Fig. 1: zoomed window
Window x 34 to 64, y 7 to 37 um. Cells in grey, sequential cells in the stronger grey; small squares are vias.
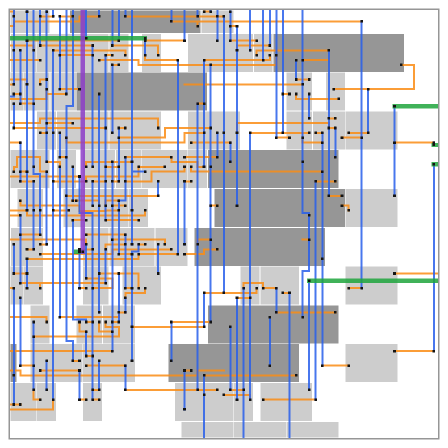
Fig. 2: clock distribution
The bar under the picture is 20 um long.
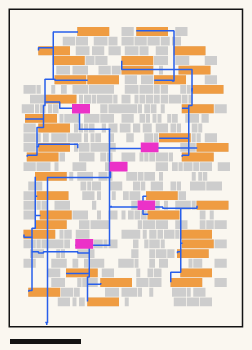
Fig. 3: drive-strength map
The bar under the picture is 20 um long.
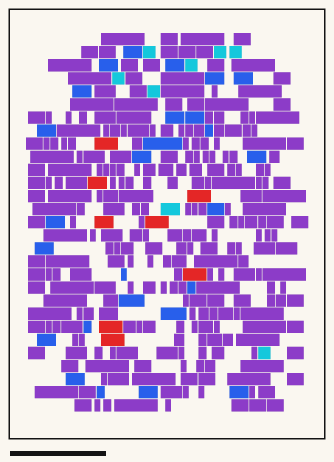
### src/rtl/reg_sequencer.sv
// Purpose : multi-cycle control stage in front of a 4x8 register file; fetches two
//           operands, runs a small ALU (ADD/SUB/XOR/LDI) and writes the result back.
// Latency : result is written into the register file 3 edges after acceptance.
//           Throughput is one instruction every 4 cycles.
// Backpres: IN_READY is high only in IDLE. Offered instructions wait until then.
//
// Ports:
//   CLK, RESET_N       clock, asynchronous active-low reset
//   IN_VALID/IN_READY  instruction handshake; IN_INSTR = {op[1:0], rd, rs1, rs2}
//   R1, R2 / RD1, RD2  register file read addresses / combinational read data
//   W, WD, RW          register file write address, data, enable
//   DONE               one-cycle pulse while the write is presented
//   ZERO, CARRY        flags of the last completed instruction
module reg_sequencer #(
   parameter int DATA_W = 8   // must be >= 4 so the LDI immediate fits
) (
   input  logic              CLK,
   input  logic              RESET_N,
   input  logic              IN_VALID,
   input  logic [7:0]        IN_INSTR,
   output logic              IN_READY,
   output logic [1:0]        R1,
   output logic [1:0]        R2,
   input  logic [DATA_W-1:0] RD1,
   input  logic [DATA_W-1:0] RD2,
   output logic [1:0]        W,
   output logic [DATA_W-1:0] WD,
   output logic              RW,
   output logic              DONE,
   output logic              ZERO,
   output logic              CARRY
);

   typedef enum logic [1:0] {
      ST_IDLE  = 2'd0,
      ST_READ  = 2'd1,
      ST_EXEC  = 2'd2,
      ST_WRITE = 2'd3
   } state_t;

   localparam logic [1:0] OP_ADD = 2'b00;
   localparam logic [1:0] OP_SUB = 2'b01;
   localparam logic [1:0] OP_XOR = 2'b10;
   localparam logic [1:0] OP_LDI = 2'b11;

   state_t            r_state;
   logic [7:0]        r_instr;
   logic [DATA_W-1:0] r_a;
   logic [DATA_W-1:0] r_b;
   logic [DATA_W-1:0] r_result;
   logic              r_carry;       // carry of the instruction in flight
   logic              r_rw;
   logic              r_done;
   logic              r_zero_flag;
   logic              r_carry_flag;  // carry of the last completed instruction

   logic [1:0]        w_op;
   logic [DATA_W:0]   w_sum;
   logic [DATA_W:0]   w_diff;
   logic [DATA_W-1:0] w_res;
   logic              w_carry_next;

   assign w_op = r_instr[7:6];

   // One extra bit on both paths: bit DATA_W of the sum is the carry-out,
   // bit DATA_W of the difference goes high exactly when A < B (borrow).
   assign w_sum  = {1'b0, r_a} + {1'b0, r_b};
   assign w_diff = {1'b0, r_a} - {1'b0, r_b};

   always_comb begin
      w_res        = '0;
      w_carry_next = 1'b0;
      case (w_op)
         OP_ADD: begin
            w_res        = w_sum[DATA_W-1:0];
            w_carry_next = w_sum[DATA_W];
         end
         OP_SUB: begin
            w_res        = w_diff[DATA_W-1:0];
            w_carry_next = w_diff[DATA_W];
         end
         OP_XOR: begin
            w_res        = r_a ^ r_b;
            w_carry_next = 1'b0;
         end
         OP_LDI: begin
            // rs1/rs2 fields form a 4-bit immediate; operands are ignored
            w_res        = {{(DATA_W-4){1'b0}}, r_instr[3:0]};
            w_carry_next = 1'b0;
         end
         default: begin
            w_res        = '0;
            w_carry_next = 1'b0;
         end
      endcase
   end

   // Control FSM. RW/DONE are set on the EXEC->WRITE edge and cleared on the
   // WRITE->IDLE edge so they are high for exactly the WRITE cycle. Flags are
   // only touched when leaving WRITE, so an aborted instruction never updates them.
   always_ff @(posedge CLK or negedge RESET_N) begin
      if (!RESET_N) begin
         r_state      <= ST_IDLE;
         r_instr      <= '0;
         r_a          <= '0;
         r_b          <= '0;
         r_result     <= '0;
         r_carry      <= 1'b0;
         r_rw         <= 1'b0;
         r_done       <= 1'b0;
         r_zero_flag  <= 1'b0;
         r_carry_flag <= 1'b0;
      end else begin
         case (r_state)
            ST_IDLE: begin
               if (IN_VALID) begin
                  r_instr <= IN_INSTR;
                  r_state <= ST_READ;
               end
            end
            ST_READ: begin
               r_a     <= RD1;
               r_b     <= RD2;
               r_state <= ST_EXEC;
            end
            ST_EXEC: begin
               r_result <= w_res;
               r_carry  <= w_carry_next;
               r_rw     <= 1'b1;
               r_done   <= 1'b1;
               r_state  <= ST_WRITE;
            end
            ST_WRITE: begin
               r_rw         <= 1'b0;
               r_done       <= 1'b0;
               r_zero_flag  <= (r_result == '0);
               r_carry_flag <= r_carry;
               r_state      <= ST_IDLE;
            end
            default: begin
               r_rw    <= 1'b0;
               r_done  <= 1'b0;
               r_state <= ST_IDLE;
            end
         endcase
      end
   end

   assign IN_READY = (r_state == ST_IDLE);
   assign R1       = r_instr[3:2];
   assign R2       = r_instr[1:0];
   assign W        = r_instr[5:4];
   assign WD       = r_result;
   assign RW       = r_rw;
   assign DONE     = r_done;
   assign ZERO     = r_zero_flag;
   assign CARRY    = r_carry_flag;

endmodule
### config.mk
export PLATFORM = sky130hd
export DESIGN_NAME = reg_sequencer
export DESIGN_NICKNAME = d
export VERILOG_FILES = /design/src/rtl/reg_sequencer.sv
export SDC_FILE = /design/constraint.sdc
export NUM_CORES = 1
export LEC_CHECK = 0
export CAP_MARGIN = 40
export CORE_ASPECT_RATIO = 1.4
export CORE_MARGIN = 3
export CORE_UTILIZATION = 50
export CTS_CLUSTER_SIZE = 30
export DETAILED_ROUTE_END_ITERATION = 8
export GPL_TIMING_DRIVEN = 0
export PLACE_DENSITY = 0.87
export SYNTH_ARGS = -nofsm -noshare
export SYNTH_HDL_FRONTEND = slang
export SYNTH_SLANG_ARGS = --single-unit
export TNS_END_PERCENT = 1
### constraint.sdc
create_clock -name CLK -period 3.2 [get_ports CLK]
set_clock_uncertainty 0.2 [all_clocks]
set_input_delay 0.8 -clock CLK [delete_from_list [all_inputs] [get_ports CLK]]
set_output_delay 0.8 -clock CLK [all_outputs]
set_load 0.01 [all_outputs]
==> flow_summary_export.csv <==
group,metric,value,unit
power,power.net_switching,1.60,mW
logic_synthesis,yosysCellCount,257,
sta,sum_of_negative_setup_slack,0,ps
finish,area_share_clock_buf_inv,0.0297,
sta,grt_setup_unrepaired,"no",
logic_synthesis,post_synth_ao_oa_area_fraction,0.177,
grt,largest_net_degree_at_the_start_of_global_routing,39,
cts,clock_insertion_delay_worst_skew,290,ps
sta,final_worst_slack,572,ps
finish,syn2layout_area_growth,25.0,%
cts,cts.clk_slew.worst_paths,70,ps
sta,setup_violations,0,
logic_synthesis,yosys-dominant-comb-family,"AND-OR/OR-AND gates",
drt,wl_per_cell,15.3,um
placed_design,dp.cells,364,
logic_synthesis,synth.top_cell.area_share,0.386,
worst_setup_path,worst_r2r_path_depth,8,
worst_setup_path,critical_path.max_stage_delay,560,ps
sta,max_slew.worst_pin.slew,838,ps
floorplanning,die_y,89.0,um
placed_design,post-dp-hpwl,4560,um
logic_synthesis,fp_nets,306,
worst_hold_path,min_delay_path_depth,1,
grt,grt_pass1_wl,9610,um
finish,buffers_outside_the_clock_class,67,
finish,n_fill_cell,422,
finish,layout-drive-gt1-share,0.135,
worst_setup_path,critical_path.top_delay_family,"buffers and inverters",
finish,comb_area_share,0.424,
logic_synthesis,synth-adder-area-share,0.118,
logic_synthesis,postSynthCellCount,257,
power,worst_ir_drop_vdd,0.617,mV
logic_synthesis,synthTopCellsByCount,"dfrtp_1, nor2_1, o21ai_0",
cts,cts_tree,"built",
power,p_int,2.02,mW
finish,area.share.sequential,0.309,
worst_setup_path,critPathSlowestCell,"clkdlybuf4s50_1",
logic_synthesis,netlist.top_cell.by_area,"dfrtp_1",
outcome,outcome,"finished, final reports clean",
floorplanning,chipArea,5810,sq um
cts,post-cts-setup-buffer-count,0,
finish,layout_top_cell,"clkdlybuf4s50_1",
finish,dominant_cells,"logic gates",
logic_synthesis,xor_xnor_cells_area_fraction,0,
finish,layout.clock_buffers,7,
Notes on Fig. 1 above:
blue -> metal 2
orange -> metal 1
green -> metal 3
purple -> metal 4
cells with their middle in the window = 60
netlist names of flops here include = WD (4)
most frequent = nor2_1 (10), dfrtp_1 (8), clkdlybuf4s50_1 (5)
sequential cells in the window = 8

Notes on Fig. 2 above:
magenta -> clock drivers  # count 5
blue -> clock wires  # length 470 um
orange -> flip-flops  # count 38
routed clock nets = 6
flops lie = widely spread

Notes on Fig. 3 above:
cyan -> _3 and _4 cells  # cells 8, share 2.6%, most used buf_4
red -> _6 and larger  # cells 8, share 2.6%, most used clkbuf_8
blue -> _2 cells  # cells 26, share 8.4%, most used mux2_2
purple -> _0 and _1 cells  # cells 268, share 86%, most used clkdlybuf4s50_1

Power and IR drop assume default switching activity.
